--- src/rtl/ps2_mouse_if.sv ---
// PS/2 mouse tracker bus: packet strobe and recenter in,
// cursor position, buttons and error status out.
interface ps2_mouse_if #(
  parameter int X_W = 8,
  parameter int Y_W = 7
);
  logic           ps2pkt_vld;
  logic [23:0]    ps2pkt_data;
  logic           recenter;
  logic [X_W-1:0] mouse_x;
  logic [Y_W-1:0] mouse_y;
  logic [2:0]     mouse_btn;
  logic           pos_vld;
  logic           pkt_err;
  logic [7:0]     err_cnt;

  modport master (
    output ps2pkt_vld, ps2pkt_data, recenter,
    input  mouse_x, mouse_y, mouse_btn,
    input  pos_vld, pkt_err, err_cnt
  );

  modport slave (
    input  ps2pkt_vld, ps2pkt_data, recenter,
    output mouse_x, mouse_y, mouse_btn,
    output pos_vld, pkt_err, err_cnt
  );
endinterface

--- src/rtl/ps2_mouse_tracker.sv ---
// PS/2 mouse packet decoder with clamped absolute cursor.
// Stage 1 decodes the packet, stage 2 updates position.
module ps2_mouse_tracker #(
  parameter int X_W        = 8,
  parameter int Y_W        = 7,
  parameter int X_MAX      = 159,
  parameter int Y_MAX      = 119,
  parameter int X_INIT     = 80,
  parameter int Y_INIT     = 60,
  parameter int SENS_SHIFT = 0
) (
  input logic     clk_sys,
  input logic     rst_n,
  ps2_mouse_if.slave bus
);
  localparam int PW = ((X_W > Y_W) ? X_W : Y_W) + 2;
  localparam logic signed [PW-1:0] XM = PW'(X_MAX);
  localparam logic signed [PW-1:0] YM = PW'(Y_MAX);

  logic              s1_vld;
  logic              s1_bad;
  logic [2:0]        s1_btn;
  logic signed [8:0] s1_dx;
  logic signed [8:0] s1_dy;

  logic [X_W-1:0] x_q;
  logic [Y_W-1:0] y_q;
  logic [2:0]     btn_q;
  logic           pv_q;
  logic           pe_q;
  logic [7:0]     ec_q;

  logic [23:0]       d;
  logic signed [8:0] dx_raw;
  logic signed [8:0] dy_raw;
  logic signed [8:0] dx_sh;
  logic signed [8:0] dy_sh;

  always_comb begin
    d      = bus.ps2pkt_data;
    dx_raw = d[6] ? '0 : {d[4], d[15:8]};
    dy_raw = d[7] ? '0 : {d[5], d[23:16]};
    dx_sh  = dx_raw >>> SENS_SHIFT;
    dy_sh  = dy_raw >>> SENS_SHIFT;
  end

  logic signed [PW-1:0] nx;
  logic signed [PW-1:0] ny;
  logic [X_W-1:0]       xn;
  logic [Y_W-1:0]       yn;

  // Wide signed math so over/underflow is visible before clamping
  always_comb begin
    nx = $signed({{(PW-X_W){1'b0}}, x_q})
       + $signed({{(PW-9){s1_dx[8]}}, s1_dx});
    ny = $signed({{(PW-Y_W){1'b0}}, y_q})
       - $signed({{(PW-9){s1_dy[8]}}, s1_dy});
    if (nx[PW-1])
      xn = '0;
    else if (nx > XM)
      xn = X_W'(X_MAX);
    else
      xn = nx[X_W-1:0];
    if (ny[PW-1])
      yn = '0;
    else if (ny > YM)
      yn = Y_W'(Y_MAX);
    else
      yn = ny[Y_W-1:0];
  end

  always_ff @(posedge clk_sys) begin
    if (!rst_n) begin
      s1_vld <= 1'b0;
      s1_bad <= 1'b0;
      s1_btn <= '0;
      s1_dx  <= '0;
      s1_dy  <= '0;
      x_q    <= X_W'(X_INIT);
      y_q    <= Y_W'(Y_INIT);
      btn_q  <= '0;
      pv_q   <= 1'b0;
      pe_q   <= 1'b0;
      ec_q   <= '0;
    end else if (bus.recenter) begin
      // Drops both the packet in flight and the one arriving now
      s1_vld <= 1'b0;
      x_q    <= X_W'(X_INIT);
      y_q    <= Y_W'(Y_INIT);
      pv_q   <= 1'b1;
      pe_q   <= 1'b0;
    end else begin
      s1_vld <= bus.ps2pkt_vld;
      if (bus.ps2pkt_vld) begin
        s1_bad <= ~d[3];
        s1_btn <= d[2:0];
        s1_dx  <= dx_sh;
        s1_dy  <= dy_sh;
      end
      pv_q <= s1_vld & ~s1_bad;
      pe_q <= s1_vld & s1_bad;
      if (s1_vld && !s1_bad) begin
        x_q   <= xn;
        y_q   <= yn;
        btn_q <= s1_btn;
      end
      if (s1_vld && s1_bad && ec_q != 8'hFF)
        ec_q <= ec_q + 8'd1;
    end
  end

  assign bus.mouse_x   = x_q;
  assign bus.mouse_y   = y_q;
  assign bus.mouse_btn = btn_q;
  assign bus.pos_vld   = pv_q;
  assign bus.pkt_err   = pe_q;
  assign bus.err_cnt   = ec_q;
endmodule

--- src/flat_wrapper.sv ---
// flat-port wrapper written by rule: the top's interface ports become plain ports
module ps2_mouse_tracker_flat 
#(
  parameter int X_W        = 8,
  parameter int Y_W        = 7,
  parameter int X_MAX      = 159,
  parameter int Y_MAX      = 119,
  parameter int X_INIT     = 80,
  parameter int Y_INIT     = 60,
  parameter int SENS_SHIFT = 0
)
  (clk_sys, rst_n, bus_ps2pkt_vld, bus_ps2pkt_data, bus_recenter, bus_mouse_x, bus_mouse_y, bus_mouse_btn, bus_pos_vld, bus_pkt_err, bus_err_cnt);
  ps2_mouse_if #(.X_W(X_W), .Y_W(Y_W)) bus_i ();
  input logic clk_sys;
  input logic rst_n;
  input wire logic [$bits(bus_i.ps2pkt_vld)-1:0] bus_ps2pkt_vld;
  input wire logic [$bits(bus_i.ps2pkt_data)-1:0] bus_ps2pkt_data;
  input wire logic [$bits(bus_i.recenter)-1:0] bus_recenter;
  output wire logic [$bits(bus_i.mouse_x)-1:0] bus_mouse_x;
  output wire logic [$bits(bus_i.mouse_y)-1:0] bus_mouse_y;
  output wire logic [$bits(bus_i.mouse_btn)-1:0] bus_mouse_btn;
  output wire logic [$bits(bus_i.pos_vld)-1:0] bus_pos_vld;
  output wire logic [$bits(bus_i.pkt_err)-1:0] bus_pkt_err;
  output wire logic [$bits(bus_i.err_cnt)-1:0] bus_err_cnt;
  assign bus_i.ps2pkt_vld = bus_ps2pkt_vld;
  assign bus_i.ps2pkt_data = bus_ps2pkt_data;
  assign bus_i.recenter = bus_recenter;
  assign bus_mouse_x = bus_i.mouse_x;
  assign bus_mouse_y = bus_i.mouse_y;
  assign bus_mouse_btn = bus_i.mouse_btn;
  assign bus_pos_vld = bus_i.pos_vld;
  assign bus_pkt_err = bus_i.pkt_err;
  assign bus_err_cnt = bus_i.err_cnt;
  ps2_mouse_tracker #(.X_W(X_W), .Y_W(Y_W), .X_MAX(X_MAX), .Y_MAX(Y_MAX), .X_INIT(X_INIT), .Y_INIT(Y_INIT), .SENS_SHIFT(SENS_SHIFT)) u_core (.clk_sys(clk_sys), .rst_n(rst_n), .bus(bus_i));
endmodule
--- config.mk ---
export PLATFORM = sky130hd
export DESIGN_NAME = ps2_mouse_tracker_flat
export DESIGN_NICKNAME = d
export VERILOG_FILES = /design/src/rtl/ps2_mouse_if.sv /design/src/rtl/ps2_mouse_tracker.sv /design/src/flat_wrapper.sv
export SDC_FILE = /design/constraint.sdc
export NUM_CORES = 1
export LEC_CHECK = 0
export ABC_AREA = 1
export CELL_PAD_IN_SITES_DETAIL_PLACEMENT = 1
export CELL_PAD_IN_SITES_GLOBAL_PLACEMENT = 1
export CORE_ASPECT_RATIO = 0.7
export CORE_MARGIN = 4
export CORE_UTILIZATION = 35
export CTS_CLUSTER_SIZE = 24
export DETAILED_ROUTE_END_ITERATION = 6
export PLACE_DENSITY_LB_ADDON = 0.08
export SLEW_MARGIN = 10
export SYNTH_ARGS = -nofsm -noshare
export SYNTH_HDL_FRONTEND = slang
export SYNTH_SLANG_ARGS = --single-unit
--- constraint.sdc ---
create_clock -name clk_sys -period 2.75 [get_ports clk_sys]
set_input_delay 0.4125 -clock clk_sys [delete_from_list [all_inputs] [get_ports clk_sys]]
set_output_delay 0.4125 -clock clk_sys [all_outputs]
set_load 0.02 [all_outputs]
==> summary.txt, run 1 <==
Summary of the current implementation state.

- Yosys printed 0 warnings.
- In the detailed route, the total length drawn on met3 is 475 µm.
- The number of buffers inserted by hold repair at cts is 0, for reference.
- The overall overflow remaining after global route is 0, for reference.
- The floorplan step set the die height to 82.8 µm.
- Counting every net in the synthesized netlist gives roughly 430.
- Combinational power for this build is 0.277 mW.
- The instance count along the most critical hold path is 2, for reference.
- The multi-input combinational cells in the finished layout cover a total of about 1600 µm².
- The class of the worst hold path is reg2reg, for reference.
- The number of warnings in the stage logs is 26, for reference.
- The category of the most critical setup path is reg2reg, for reference.
- Per the timing report, the most critical flop-to-flop path finishes at u_core.bus.mouse_x[2]$_SDFFE_PP0P_.
- The pin count of the biggest net entering global routing is 21, for reference.
- The highest metal layer used by the detailed router is met4, for reference.
- The synthesized design spends more area on one cell type than any other, namely dfxtp_1.
- The area fraction of the largest cell type after synthesis is 0.365.
- The script logs the ratio of routed vias to standard cells as 5.05.
- The longest individual stage delay on the worst path is about 400 ps, for reference.
- Setup slack on the worst reg-to-reg path comes out at 600 ps.
- The capturing element of the worst setup path is u_core.bus.mouse_x[2]$_SDFFE_PP0P_, for reference.
- The number of tap cells inserted is 98, for reference.
- The number of instances resized during post-cts repair is 0, for reference.
- The sequential power reported by the tool is 0.774 mW.
- The async set-or-reset flop fraction in the synthesized netlist is 0, for reference.
- The final antenna diode tally reported by the flow is 0.
- At the end of the flow the core is filled with cells to 0.476.
- Together, buffers and inverters on the worst path number 1.
- Counting plain and timing-repair buffers in the layout gives 58.
- The gate family responsible for the most delay along the worst path is simple AND/OR/NAND/NOR gates, for reference.
- The later-pin clock latency in the skew report is 290 ps, for reference.
- Sorting the synthesized cells by how often they occur yields 93 x nand2_1, 51 x dfxtp_1, 50 x nand3_1, 40 x inv_1, 34 x a21oi_1.
- In this run, the synthesized area fraction spent on and/or/nand/nor cells is recorded as 0.296.
- The flow ran to the end, and the final reports show no timing, DRC or antenna violations.
- The area share of fa/ha/maj cells after synthesis is 0.0859, for reference.
- The amount of wire on met2 after detailed routing is 3.49 mm, for reference.
- The startpoint of the worst-slack reg-to-reg timing path is u_core.s1_dx[0]$_SDFFE_PN0P_, for reference.
- The worst max-slew margin expressed relative to the limit is 0.565, for reference.
- Per Yosys stat, the portion of area used by sequential elements is 0.365.
- The number of flops mapped to enable cells by yosys is 0, for reference.
- The number of buffers created by CTS is 5, for reference.
- The synthesized instance count is 387, for reference.
- The most instantiated library cell after synthesis is nand2_1, for reference.
- Setup repair after global routing left no endpoint under its margin.
- The critical path data required time is about 2900 ps, for reference.
- The data arrival time at the worst-slack endpoint is roughly 2300 ps, for reference.
- The post-synthesis cell count from yosys is 387, for reference.
- The cell type taking the most area is logic gates, for reference.
- The layout multi-input combinational cell count is around 280, for reference.
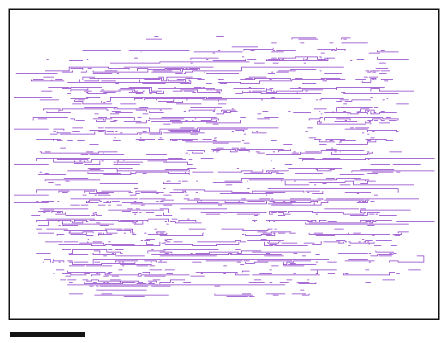
**Above:** run 1 (signal wires on met1).
Scale bar: 20 µm.
nets with wire on the layer: 453
wire length on this layer: 4,360 µm
longest straight run: 63.2 µm
count of vias placed by the detailed router: 2,738
drt total wl: 8.42 mm
met1 layer usage reported by global route: 0.276

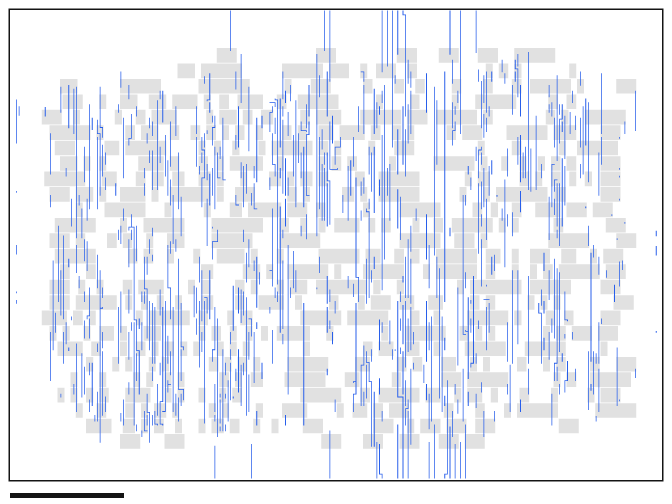
**Above:** run 1 (metal 2).
Scale bar: 20 µm.
longest straight run: 40.5 µm
share of all routed wire: 41%
met2 routing resource usage after global routing: 0.268

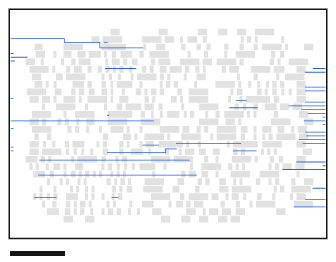
**Above:** run 1 (signal wires on met3).
Scale bar: 20 µm.
main direction: horizontal
nets with wire on the layer: 38
wire length on this layer: 475 µm
longest straight run: 57.5 µm
share of all routed wire: 5.7%
met3 Usage GRT: 0.0400

**Run 1: placement density heat map**

The die is cut into 11 by 8 equal tiles; white is low, dark blue is high, 0 to 100% covered.
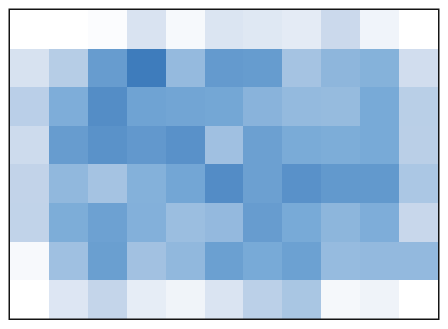

--- run 2 (diff from run 1) ---
==> constraint.sdc (replaced) <==
create_clock -name clk_sys -period 2.2 [get_ports clk_sys]
set_input_delay 0.33 -clock clk_sys [delete_from_list [all_inputs] [get_ports clk_sys]]
set_output_delay 0.33 -clock clk_sys [all_outputs]
set_load 0.02 [all_outputs]
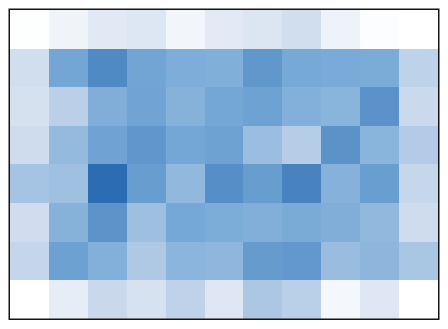
**Above:** run 2 (placement density heat map).
The die is cut into 11 by 8 equal tiles; white is low, dark blue is high, 0 to 100% covered.
mean over tiles: 37%
tiles over 75% full: 1.1%
fullest tile: 76%
densest ninth of the die: centre
nearly empty tiles: 5.7%
utilization after layout: 0.483
effective utilization at floorplan: 0.371
core outline area: 7550 µm²

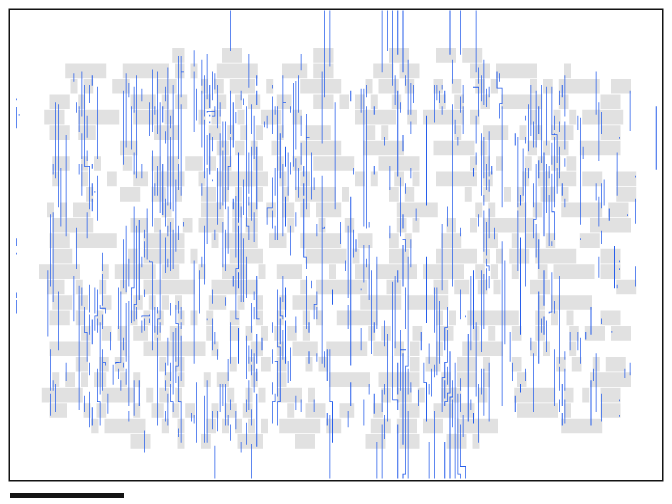
**Above:** run 2 (metal 2).
Scale bar: 20 µm.
nets with wire on the layer: 419
longest straight run: 33.0 µm
main direction: vertical
met2 routing resource usage after global routing: 0.286
drt total wl: 8.80 mm
count of vias placed by the detailed router: 2,804

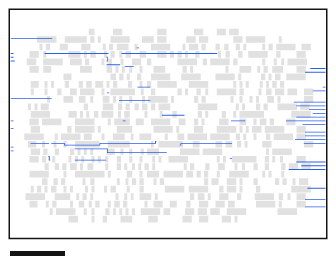
**Above:** run 2 (signal wires on met3).
Scale bar: 20 µm.
wire length on this layer: 411 µm
longest straight run: 34.5 µm
share of all routed wire: 4.7%
main direction: horizontal
nets with wire on the layer: 40
met3 Usage GRT: 0.0429

==> run 2 against run 1 <==
Highest routed layer unchanged. Sequential share of layout area fell by 0.42 points. Sequential cell count unchanged. Global-route usage rose by 0.72 points. Utilization grew 0.71 points. Worst hold slack worse by 3.3 ps. Via count grew 2.4%.
==> summary.txt, run 2 <==
Summary of the current implementation state.

- The chip height came to 82.8 µm (unchanged).
- The capturing element of the worst setup path is u_core.bus.mouse_y[0]$_SDFFE_PP0P_ (was u_core.bus.mouse_x[2]$_SDFFE_PP0P_), for reference.
- The overall overflow remaining after global route was 0 (unchanged).
- The share of post-route cells with drive strength above 1 is 0.0830 (was 0.0631), for reference.
- The sequential cell area fraction in the yosys report is 0.365 (unchanged).
- The cell type taking the most area was logic gates (unchanged).
- The number of flops mapped to enable cells by yosys came to 0 (unchanged).
- The amount of wire on met2 after detailed routing was 3.74 mm (was 3.49 mm).
- The layout multi-input combinational cell count is 284 (unchanged), for reference.
- The most instantiated library cell after synthesis is nand2_1 (unchanged), for reference.
- The category of the most critical setup path is reg2reg (unchanged).
- The post-synthesis share of cell area spent on and, or, nand and nor gates came to 0.296 (unchanged).
- Most frequent cells after synthesis: 93 x nand2_1, 51 x dfxtp_1, 50 x nand3_1, 40 x inv_1, 34 x a21oi_1 (unchanged).
- The per-cell via count in the routed design is 5.15 (was 5.05).
- The sequential power came to 0.968 mW (was 0.774 mW).
- The number of warnings issued by yosys is 0 (unchanged), for reference.
- The number of tap cells inserted is 98 (unchanged), for reference.
- The pin count of the biggest net entering global routing came to 21 (unchanged).
- The total length of routed met3 wires is 410 µm (was 475 µm), for reference.
- The synthesized instance count is 387 (unchanged), for reference.
- The class of the worst hold path is reg2reg (unchanged), for reference.
- The later-pin clock latency in the skew report is 290 ps (about the same), for reference.
- The logic area is 1590 µm² (was 1570 µm²).
- The diode insertion count for antenna repair is 0 (unchanged), for reference.
- The time the final worst path needs with I/O delays and setup is 2060 ps (was 2150 ps), for reference.
- The startpoint of the worst-slack reg-to-reg timing path is u_core.bus.mouse_y[0]$_SDFFE_PP0P_ (was u_core.s1_dx[0]$_SDFFE_PN0P_), for reference.
- The number of instances resized during post-cts repair is 1 (was 0), for reference.
- The gate family responsible for the most delay along the worst path is simple AND/OR/NAND/NOR gates (unchanged).
- The critical path data required time is 2430 ps (was 2900 ps).
- The worst reg2reg path endpoint is u_core.bus.mouse_y[0]$_SDFFE_PP0P_ (was u_core.bus.mouse_x[2]$_SDFFE_PP0P_), for reference.
- The number of buffers created by CTS was 5 (unchanged).
- The post-synthesis cell count from yosys is 387 (unchanged).
- Status: finished, final reports clean (unchanged).
- The longest individual stage delay on the worst path is 370 ps (was 410 ps), for reference.
- The combinational group power came to 0.354 mW (was 0.277 mW).
- The design area is 3650 µm² (was 3590 µm²), for reference.
- The final count of negative-setup-slack endpoints is 0 (unchanged), for reference.
- The worst max-slew margin expressed relative to the limit is 0.495 (was 0.565).
- The data arrival time at the worst-slack endpoint was 2290 ps (was 2300 ps).
- The async set-or-reset flop fraction in the synthesized netlist came to 0 (unchanged).
- The instance count along the most critical hold path came to 2 (unchanged).
- The cell taking the most area after synthesis is dfxtp_1 (unchanged), for reference.
- The number of buffers inserted by hold repair at cts is 0 (unchanged).
- The register-to-register path setup slack is 140 ps (was 600 ps).
- The achievable clock frequency is 0.485 GHz (was 0.465 GHz), for reference.
- The number of warnings in the stage logs is 26 (unchanged), for reference.
**Run 2: track usage over the die**

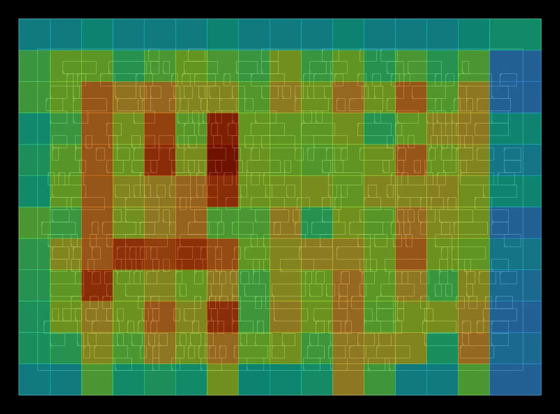

--- run 3 (diff from run 2) ---
--- a/config.mk
+++ b/config.mk
@@ -10,7 +10,7 @@
 export CELL_PAD_IN_SITES_GLOBAL_PLACEMENT = 1
 export CORE_ASPECT_RATIO = 0.7
 export CORE_MARGIN = 4
-export CORE_UTILIZATION = 35
+export CORE_UTILIZATION = 37
 export CTS_CLUSTER_SIZE = 24
 export DETAILED_ROUTE_END_ITERATION = 6
 export PLACE_DENSITY_LB_ADDON = 0.08
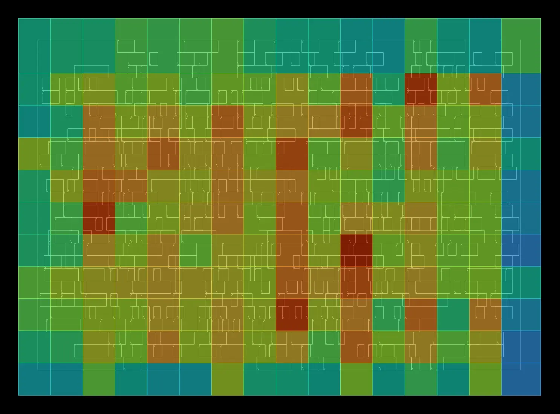
**Above:** run 3 (track usage over the die).
met1 layer usage reported by global route: 0.287
grt peak-use layer: met2
Global Route Usage Sum: 0.193
met3 Usage GRT: 0.0372

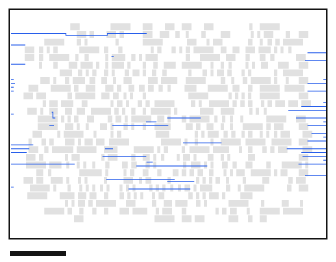
**Above:** run 3 (signal wires on met3).
Scale bar: 20 µm.
wire length on this layer: 382 µm
main direction: horizontal
longest straight run: 24.8 µm
count of vias placed by the detailed router: 2,787
drt total wl: 8.45 mm

==> run 3 against run 2 <==
Via count decreased by 0.61%. Area after synthesis unchanged. Worst hold slack improved by 16 ps.
==> summary.txt, run 3 <==
Summary of the current implementation state.

- The startpoint of the worst-slack reg-to-reg timing path is u_core.bus.mouse_y[0]$_SDFFE_PP0P_ (unchanged).
- The cell taking the most area after synthesis is dfxtp_1 (unchanged).
- The sequential cell area fraction in the yosys report is 0.365 (unchanged), for reference.
- The per-cell via count in the routed design was 5.09 (was 5.15).
- The highest metal layer used by the detailed router is met4 (unchanged), for reference.
- The logic area is 1620 µm² (was 1590 µm²), for reference.
- The area share of the largest cell type after synthesis is 0.365 (unchanged), for reference.
- The worst max-slew margin expressed relative to the limit is 0.500 (was 0.495), for reference.
- The area share of fa/ha/maj cells after synthesis is 0.0859 (unchanged).
- The async set-or-reset flop fraction in the synthesized netlist was 0 (unchanged).
- The number of warnings issued by yosys is 0 (unchanged), for reference.
- The worst reg2reg path endpoint is u_core.bus.mouse_y[0]$_SDFFE_PP0P_ (unchanged), for reference.
- The later-pin clock latency in the skew report is 310 ps (was 290 ps).
- The global routing met2 resource utilization is 0.288 (was 0.286), for reference.
- The synthesized instance count is 387 (unchanged), for reference.
- The number of flops mapped to enable cells by yosys is 0 (unchanged).
- The overall overflow remaining after global route is 0 (unchanged), for reference.
- The number of buffers created by CTS was 5 (unchanged).
- The post-synthesis cell count from yosys was 387 (unchanged).
- The most instantiated library cell after synthesis is nand2_1 (unchanged), for reference.
- Status: finished, final reports clean (unchanged).
- The count of buffer and inverter cells on the critical path came to 2 (unchanged).
- The instance count along the most critical hold path came to 2 (unchanged).
- The diode insertion count for antenna repair is 0 (unchanged), for reference.
- The design area is 3630 µm² (was 3650 µm²).
- The class of the worst hold path is reg2reg (unchanged), for reference.
- The number of warnings in the stage logs is 26 (unchanged), for reference.
- The chip height was 80.8 µm (was 82.8 µm).
- The total length of routed met3 wires was 381 µm (was 410 µm).
- The post-synthesis share of cell area spent on and, or, nand and nor gates is 0.296 (unchanged), for reference.
- The non-clock buffer total of the final layout is 63 (was 60), for reference.
- The longest individual stage delay on the worst path is 400 ps (was 370 ps), for reference.
- The number of buffers inserted by hold repair at cts came to 0 (unchanged).
- The sequential power is 0.966 mW (was 0.968 mW), for reference.
- The cell type taking the most area is logic gates (unchanged), for reference.
- The category of the most critical setup path is reg2reg (unchanged), for reference.
- The gate family responsible for the most delay along the worst path is simple AND/OR/NAND/NOR gates (unchanged).
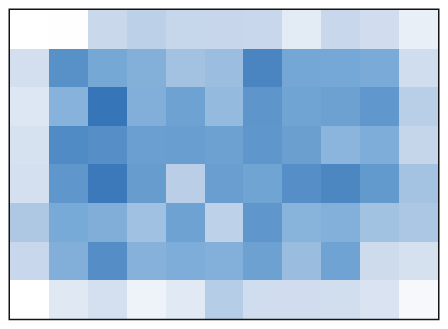
**Above:** run 3 (placement density heat map).
The die is cut into 11 by 8 equal tiles; white is low, dark blue is high, 0 to 100% covered.
fullest tile: 72%
mean over tiles: 39%
nearly empty tiles: 3.4%
effective utilization at floorplan: 0.382
utilization after layout: 0.496
core outline area: 7320 µm²

No activity file was given, so power comes from the tool's default toggle rates.
